## src/rtl/btn_nav_conditioner_pkg.sv

```systemverilog
// Shared types and constants for the navigation button conditioner.
package btn_nav_conditioner_pkg;

  // Per-channel debounce / hold / repeat state.
  typedef enum logic [2:0] {
    ST_IDLE       = 3'd0,
    ST_DB_PRESS   = 3'd1,
    ST_HELD       = 3'd2,
    ST_REPEAT     = 3'd3,
    ST_DB_RELEASE = 3'd4
  } chan_state_t;

  // What a channel reports to the top level each cycle.
  //   pulse : fire condition at the coming edge (registered by the top)
  //   held  : channel currently in HELD or REPEAT
  typedef struct packed {
    logic pulse;
    logic held;
  } chan_stat_t;

  // Channel indices inside the packed per-channel vectors.
  localparam int NUM_CH  = 3;
  localparam int CH_UP   = 0;
  localparam int CH_DOWN = 1;
  localparam int CH_SEL  = 2;

  // Board timing at 100 MHz.
  localparam int unsigned DEF_DEBOUNCE_CYCLES = 1000000;  // 10 ms
  localparam int unsigned DEF_HOLD_CYCLES     = 50000000; // 500 ms
  localparam int unsigned DEF_REPEAT_CYCLES   = 15000000; // 150 ms
  localparam int unsigned DEF_CNT_W           = 26;

  // Shortened timing for simulation.
  localparam int unsigned SIM_DEBOUNCE_CYCLES = 4;
  localparam int unsigned SIM_HOLD_CYCLES     = 20;
  localparam int unsigned SIM_REPEAT_CYCLES   = 8;

  // True for the states where the button counts as held down.
  function automatic logic is_held(input chan_state_t st);
    return (st == ST_HELD) || (st == ST_REPEAT);
  endfunction

endpackage

```

## src/rtl/btn_debounce_channel.sv

```systemverilog
// One button: 2-flop synchronizer, debounce FSM, press/repeat fire decode.
module btn_debounce_channel
  import btn_nav_conditioner_pkg::*;
#(
  parameter int unsigned DEBOUNCE_CYCLES = DEF_DEBOUNCE_CYCLES,
  parameter int unsigned HOLD_CYCLES     = DEF_HOLD_CYCLES,
  parameter int unsigned REPEAT_CYCLES   = DEF_REPEAT_CYCLES,
  parameter int unsigned CNT_W           = DEF_CNT_W,
  parameter bit          REPEAT_EN       = 1'b1
) (
  input  logic       clk,
  input  logic       reset,
  input  logic       raw,
  output chan_stat_t stat
);

  localparam logic [CNT_W-1:0] DB_LAST   = CNT_W'(DEBOUNCE_CYCLES - 1);
  localparam logic [CNT_W-1:0] HOLD_LAST = CNT_W'(HOLD_CYCLES - 1);
  localparam logic [CNT_W-1:0] REP_LAST  = CNT_W'(REPEAT_CYCLES - 1);

  logic [1:0]       sync;
  logic             s;
  chan_state_t      state;
  logic [CNT_W-1:0] cnt;
  logic             fire;

  // Two-stage synchronizer; raw sampled at edge N reaches the FSM at edge N+2.
  always_ff @(posedge clk or negedge reset) begin
    if (!reset) sync <= '0;
    else        sync <= {sync[0], raw};
  end

  assign s = sync[1];

  // Debounce / hold / repeat sequencing. Every compare that matches clears
  // the counter, so it never runs past its largest limit.
  always_ff @(posedge clk or negedge reset) begin
    if (!reset) begin
      state <= ST_IDLE;
      cnt   <= '0;
    end else begin
      case (state)
        ST_IDLE: begin
          if (s) begin
            state <= ST_DB_PRESS;
            cnt   <= '0;
          end
        end
        ST_DB_PRESS: begin
          if (!s) begin
            state <= ST_IDLE;
            cnt   <= '0;
          end else if (cnt == DB_LAST) begin
            state <= ST_HELD;
            cnt   <= '0;
          end else begin
            cnt <= cnt + 1'b1;
          end
        end
        ST_HELD: begin
          if (!s) begin
            state <= ST_DB_RELEASE;
            cnt   <= '0;
          end else if (REPEAT_EN) begin
            if (cnt == HOLD_LAST) begin
              state <= ST_REPEAT;
              cnt   <= '0;
            end else begin
              cnt <= cnt + 1'b1;
            end
          end
          // Without repeat the counter parks at zero while held.
        end
        ST_REPEAT: begin
          if (!s) begin
            state <= ST_DB_RELEASE;
            cnt   <= '0;
          end else if (cnt == REP_LAST) begin
            cnt <= '0;
          end else begin
            cnt <= cnt + 1'b1;
          end
        end
        ST_DB_RELEASE: begin
          // A bounce during release goes back to HELD and restarts the hold
          // timer; it never produces a pulse.
          if (s) begin
            state <= ST_HELD;
            cnt   <= '0;
          end else if (cnt == DB_LAST) begin
            state <= ST_IDLE;
            cnt   <= '0;
          end else begin
            cnt <= cnt + 1'b1;
          end
        end
        default: begin
          state <= ST_IDLE;
          cnt   <= '0;
        end
      endcase
    end
  end

  // Fire decode for the coming edge. It is flopped by the top's output
  // register, which lands the strobe in the same cycle the FSM moves on.
  always_comb begin
    fire = 1'b0;
    if (s) begin
      case (state)
        ST_DB_PRESS: fire = (cnt == DB_LAST);
        ST_HELD:     fire = REPEAT_EN && (cnt == HOLD_LAST);
        ST_REPEAT:   fire = REPEAT_EN && (cnt == REP_LAST);
        default:     fire = 1'b0;
      endcase
    end
  end

  assign stat.pulse = fire;
  assign stat.held  = is_held(state);

endmodule

```

## src/rtl/btn_nav_conditioner.sv

```systemverilog
// Navigation strobes for the menu/cursor logic: three debounced channels,
// up/down interlock, enable gating and registered outputs.
module btn_nav_conditioner
  import btn_nav_conditioner_pkg::*;
#(
  parameter int unsigned DEBOUNCE_CYCLES = DEF_DEBOUNCE_CYCLES,
  parameter int unsigned HOLD_CYCLES     = DEF_HOLD_CYCLES,
  parameter int unsigned REPEAT_CYCLES   = DEF_REPEAT_CYCLES,
  parameter int unsigned CNT_W           = DEF_CNT_W
) (
  input  logic clk,
  input  logic reset,
  input  logic enable,
  input  logic btn_up_raw,
  input  logic btn_down_raw,
  input  logic btn_sel_raw,
  output logic btn_up,
  output logic btn_down,
  output logic btn_sel,
  output logic any_held
);

  logic [NUM_CH-1:0]       raw_vec;
  chan_stat_t [NUM_CH-1:0] stat;
  logic [NUM_CH-1:0]       pulse;
  logic [NUM_CH-1:0]       held;
  logic                    ud_drop;

  assign raw_vec = {btn_sel_raw, btn_down_raw, btn_up_raw};

  // Select never auto-repeats; up and down do.
  for (genvar i = 0; i < NUM_CH; i++) begin : g_ch
    btn_debounce_channel #(
      .DEBOUNCE_CYCLES (DEBOUNCE_CYCLES),
      .HOLD_CYCLES     (HOLD_CYCLES),
      .REPEAT_CYCLES   (REPEAT_CYCLES),
      .CNT_W           (CNT_W),
      .REPEAT_EN       (i != CH_SEL)
    ) u_ch (
      .clk   (clk),
      .reset (reset),
      .raw   (raw_vec[i]),
      .stat  (stat[i])
    );
  end

  // Unpack channel status into plain vectors.
  always_comb begin
    pulse = '0;
    held  = '0;
    for (int i = 0; i < NUM_CH; i++) begin
      pulse[i] = stat[i].pulse;
      held[i]  = stat[i].held;
    end
  end

  // Conflicting up/down: a simultaneous pair, or both being held, moves nothing.
  assign ud_drop = (pulse[CH_UP] & pulse[CH_DOWN]) | (held[CH_UP] & held[CH_DOWN]);

  // Output strobes and held flag; enable only masks, the channels keep running.
  always_ff @(posedge clk or negedge reset) begin
    if (!reset) begin
      btn_up   <= 1'b0;
      btn_down <= 1'b0;
      btn_sel  <= 1'b0;
      any_held <= 1'b0;
    end else begin
      btn_up   <= enable & pulse[CH_UP]   & ~ud_drop;
      btn_down <= enable & pulse[CH_DOWN] & ~ud_drop;
      btn_sel  <= enable & pulse[CH_SEL];
      any_held <= |held;
    end
  end

endmodule
```

## config.mk

```make
export PLATFORM = sky130hd
export DESIGN_NAME = btn_nav_conditioner
export DESIGN_NICKNAME = d
export VERILOG_FILES = /design/src/rtl/btn_nav_conditioner_pkg.sv /design/src/rtl/btn_debounce_channel.sv /design/src/rtl/btn_nav_conditioner.sv
export SDC_FILE = /design/constraint.sdc
export NUM_CORES = 1
export LEC_CHECK = 0
export ABC_CLOCK_PERIOD_IN_PS = 6100
export CAP_MARGIN = 30
export CORE_ASPECT_RATIO = 0.8
export CORE_MARGIN = 2
export CORE_UTILIZATION = 40
export DETAILED_ROUTE_END_ITERATION = 12
export GPL_ROUTABILITY_DRIVEN = 0
export SYNTH_ARGS = -nofsm -noshare
export SYNTH_HDL_FRONTEND = slang
export SYNTH_SLANG_ARGS = --single-unit
```

## constraint.sdc

```tcl
create_clock -name clk -period 6.1 [get_ports clk]
set_clock_uncertainty 0.1 [all_clocks]
set_input_delay 0.61 -clock clk [delete_from_list [all_inputs] [get_ports clk]]
set_output_delay 0.61 -clock clk [all_outputs]
set_load 0.02 [all_outputs]
```

class_map.png
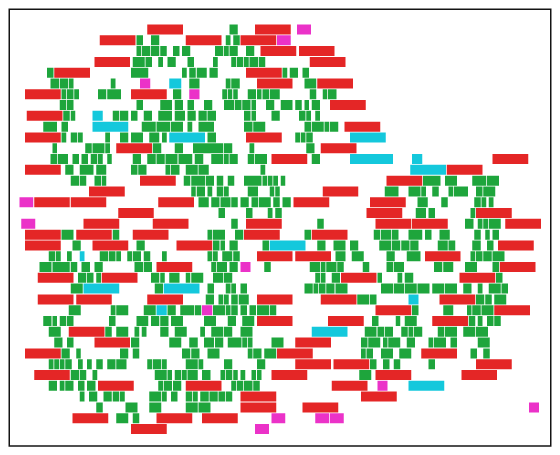
legend:
  red:
    class: sequential cells
    cells: 97
    share_of_their_area: 41%
  cyan:
    class: clock drivers and dummy loads
    cells: 16
    share_of_their_area: 5.1%
  green:
    class: remaining logic cells
    cells: 505
    share_of_their_area: 51%
  magenta:
    class: remaining buffers and delay cells
    cells: 14
    share_of_their_area: 2.1%
FP Rows: 38
core area: 13600 µm²
register share of the cell area: 0.398

congestion_map.png
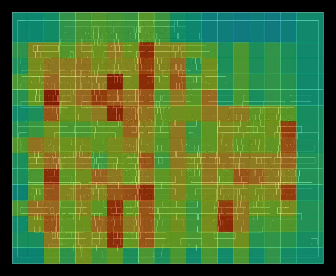
final core utilization: 0.448
GR peak layer: met1
DR WL/cell: 16.1 µm
Total Routing Usage GR: 0.187

==> results.py <==
# Generated from Yosys and OpenROAD reports
metrics = {
    "clock_network": {
        "cts-root-buf": "clkbuf_16",
        "numCtsBuffers": 9,
        "cts_buffer_depth": 2,
        "clock-sinks": 97,
        "cts_post_setup_buffers_inserted": 0,
        "clock_latency_ps": 350,
    },
    "cells_and_area": {
        "num-fill-cells": 1360,
        "top_register": "g_ch.u_ch.cnt",
        "stdcell_count": 812,
        "drive_gt1_frac": 0.0538,
        "largest_class": "combinational gates",
        "antenna_cells": 0,
        "num-nonclk-inverters": 14,
        "logic_area_um2": 2970,
        "largest_register_ffs": 78,
        "n_clock_buffer": 10,
    },
    "synth": {
        "mux_share": 0.00538,
        "synth-xor-area-share": 0.0408,
        "ys_warn_count": 0,
        "synth_seq_share": 0.435,
        "synth-edff-count": 0,
        "ys_sh_simple": 0.294,
        "ys.flop_type": "dfrtp_1",
        "logic_family": "simple AND/OR/NAND/NOR gates",
        "yosys_cells": 633,
        "netlist_instances": 633,
        "synth_async_sr_flop_share": 1.00,
    },
    "global_routing": {
        "use_met2": 0.272,
        "grt_max_degree": 66,
        "antenna_found_initial": 0,
        "grt_use_met1": 0.280,
        "gr-usage-met3": 0.0387,
        "grt_pass1_vias": 4389,
        "grt.overflow.total": 0,
        "grt_pass1_wl_um": 22200,
    },
    "worst_setup_path": {
        "cp_max_fo": 27,
        "path_buffers": 1,
        "path_cells": "or4_4, nor4_4, a311o_1, nand3_1, buf_4, a41oi_1, a31oi_1",
        "r2r_slack_ps": 3040,
        "cp-endpoint": "g_ch[1].u_ch.cnt[10]",
        "crit_arrival_ps": 3160,
        "setup.worst_path.class": "flop to flop",
        "worst_path_largest_cell_delay_ps": 580,
        "rr_endpoint": "g_ch[1].u_ch.cnt[10]",
        "startpoint": "g_ch[1].u_ch.cnt[20]",
        "crit_path_end_kind": "flop",
    },
    "sta": {
        "fin_crit_sh": 0.502,
        "fin_crit_ps": 3060,
        "drv_slew": 0,
        "finalSetupTns_ps": 0,
        "worst_slew_pin_slew_ps": 924,
        "max_slew_margin": 0.379,
        "final_hold_viol_count": 0,
        "rsz0062_at_grt": "no",
        "fin_hold_ws_ps": 99.0,
    },
    "pwr": {
        "clockPowerShare": 0.420,
        "combPwrFrac": 0.069,
        "ir_drop_uv": 180,
        "netSwitchingFraction": 0.255,
        "p_leak_nw": 2.51,
        "seq-power_uw": 700,
    },
    "floorplanning": {
        "die_x_um": 136,
        "nWellTaps": 180,
        "die_area_um2": 14900,
    },
    "flow_run": {
        "warning_count": 26,
    },
    "run_status": {
        "status": "finished clean",
    },
    "route": {
        "initialDrtViolationCount": 475,
        "top_layer": "met4",
        "wl_met2_um": 5640,
        "drc_errors": 0,
    },
    "placed_design": {
        "placement.setup.worst_slack_ps": 3080,
    },
}
layers.png
The bar under the picture is 50 µm long.
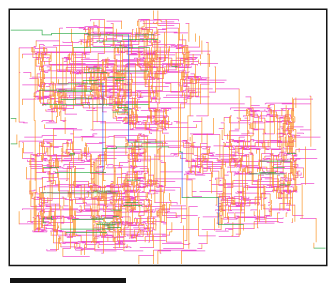
legend:
  orange:
    layer: M2
    wire_length: 5640 µm
  blue:
    layer: M4
    wire_length: 115 µm
  green:
    layer: M3
    wire_length: 623 µm
  magenta:
    layer: M1
    wire_length: 6660 µm
DR vias: 4799
WL final: 13000 µm

route_heat.png
The bar under the picture is 50 µm long. The die is cut into 27 by 22 equal tiles; dark blue is low, red is high, scaled to the fullest tile. Values are wire area over tile area, all layers added.
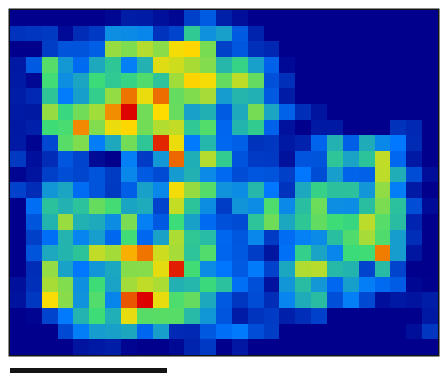
fullest tile: 0.53
emptiest ninth of the die: top right
mean over tiles: 0.14
tiles over half the peak: 19%
nearly empty tiles: 24%

[stage by stage]
step	utilization	cell area [µm²]
after floorplan	-	5580
after global placement	0.426	5800
after detailed placement	0.426	5800
after CTS	0.448	6090
after global routing	0.448	6090
final	0.448	6090
[synth_stat cells, types with 4 or more instances]
master and number:
or4_1 6, nor2b_1 5, o21ai_0 22, and4_1 7
nand4_1 18, and3_1 26, nor3_1 16, nor4_1 18
inv_1 14, dfrtp_1 97, and2_1 11, a22o_1 15
nor4b_1 4, clkbuf_1 20, nand3_1 32, buf_2 9
nor3b_1 7, nand2b_1 7, or3b_2 4, nor2_1 41
nand3b_1 7, xor2_1 22, nand4b_1 5, a41oi_1 7
xnor2_1 4, o21ai_1 4, a31oi_1 34, a21oi_1 55
nand2_1 70
Power figures rest on the tool's default switching activity, not on a simulated workload.
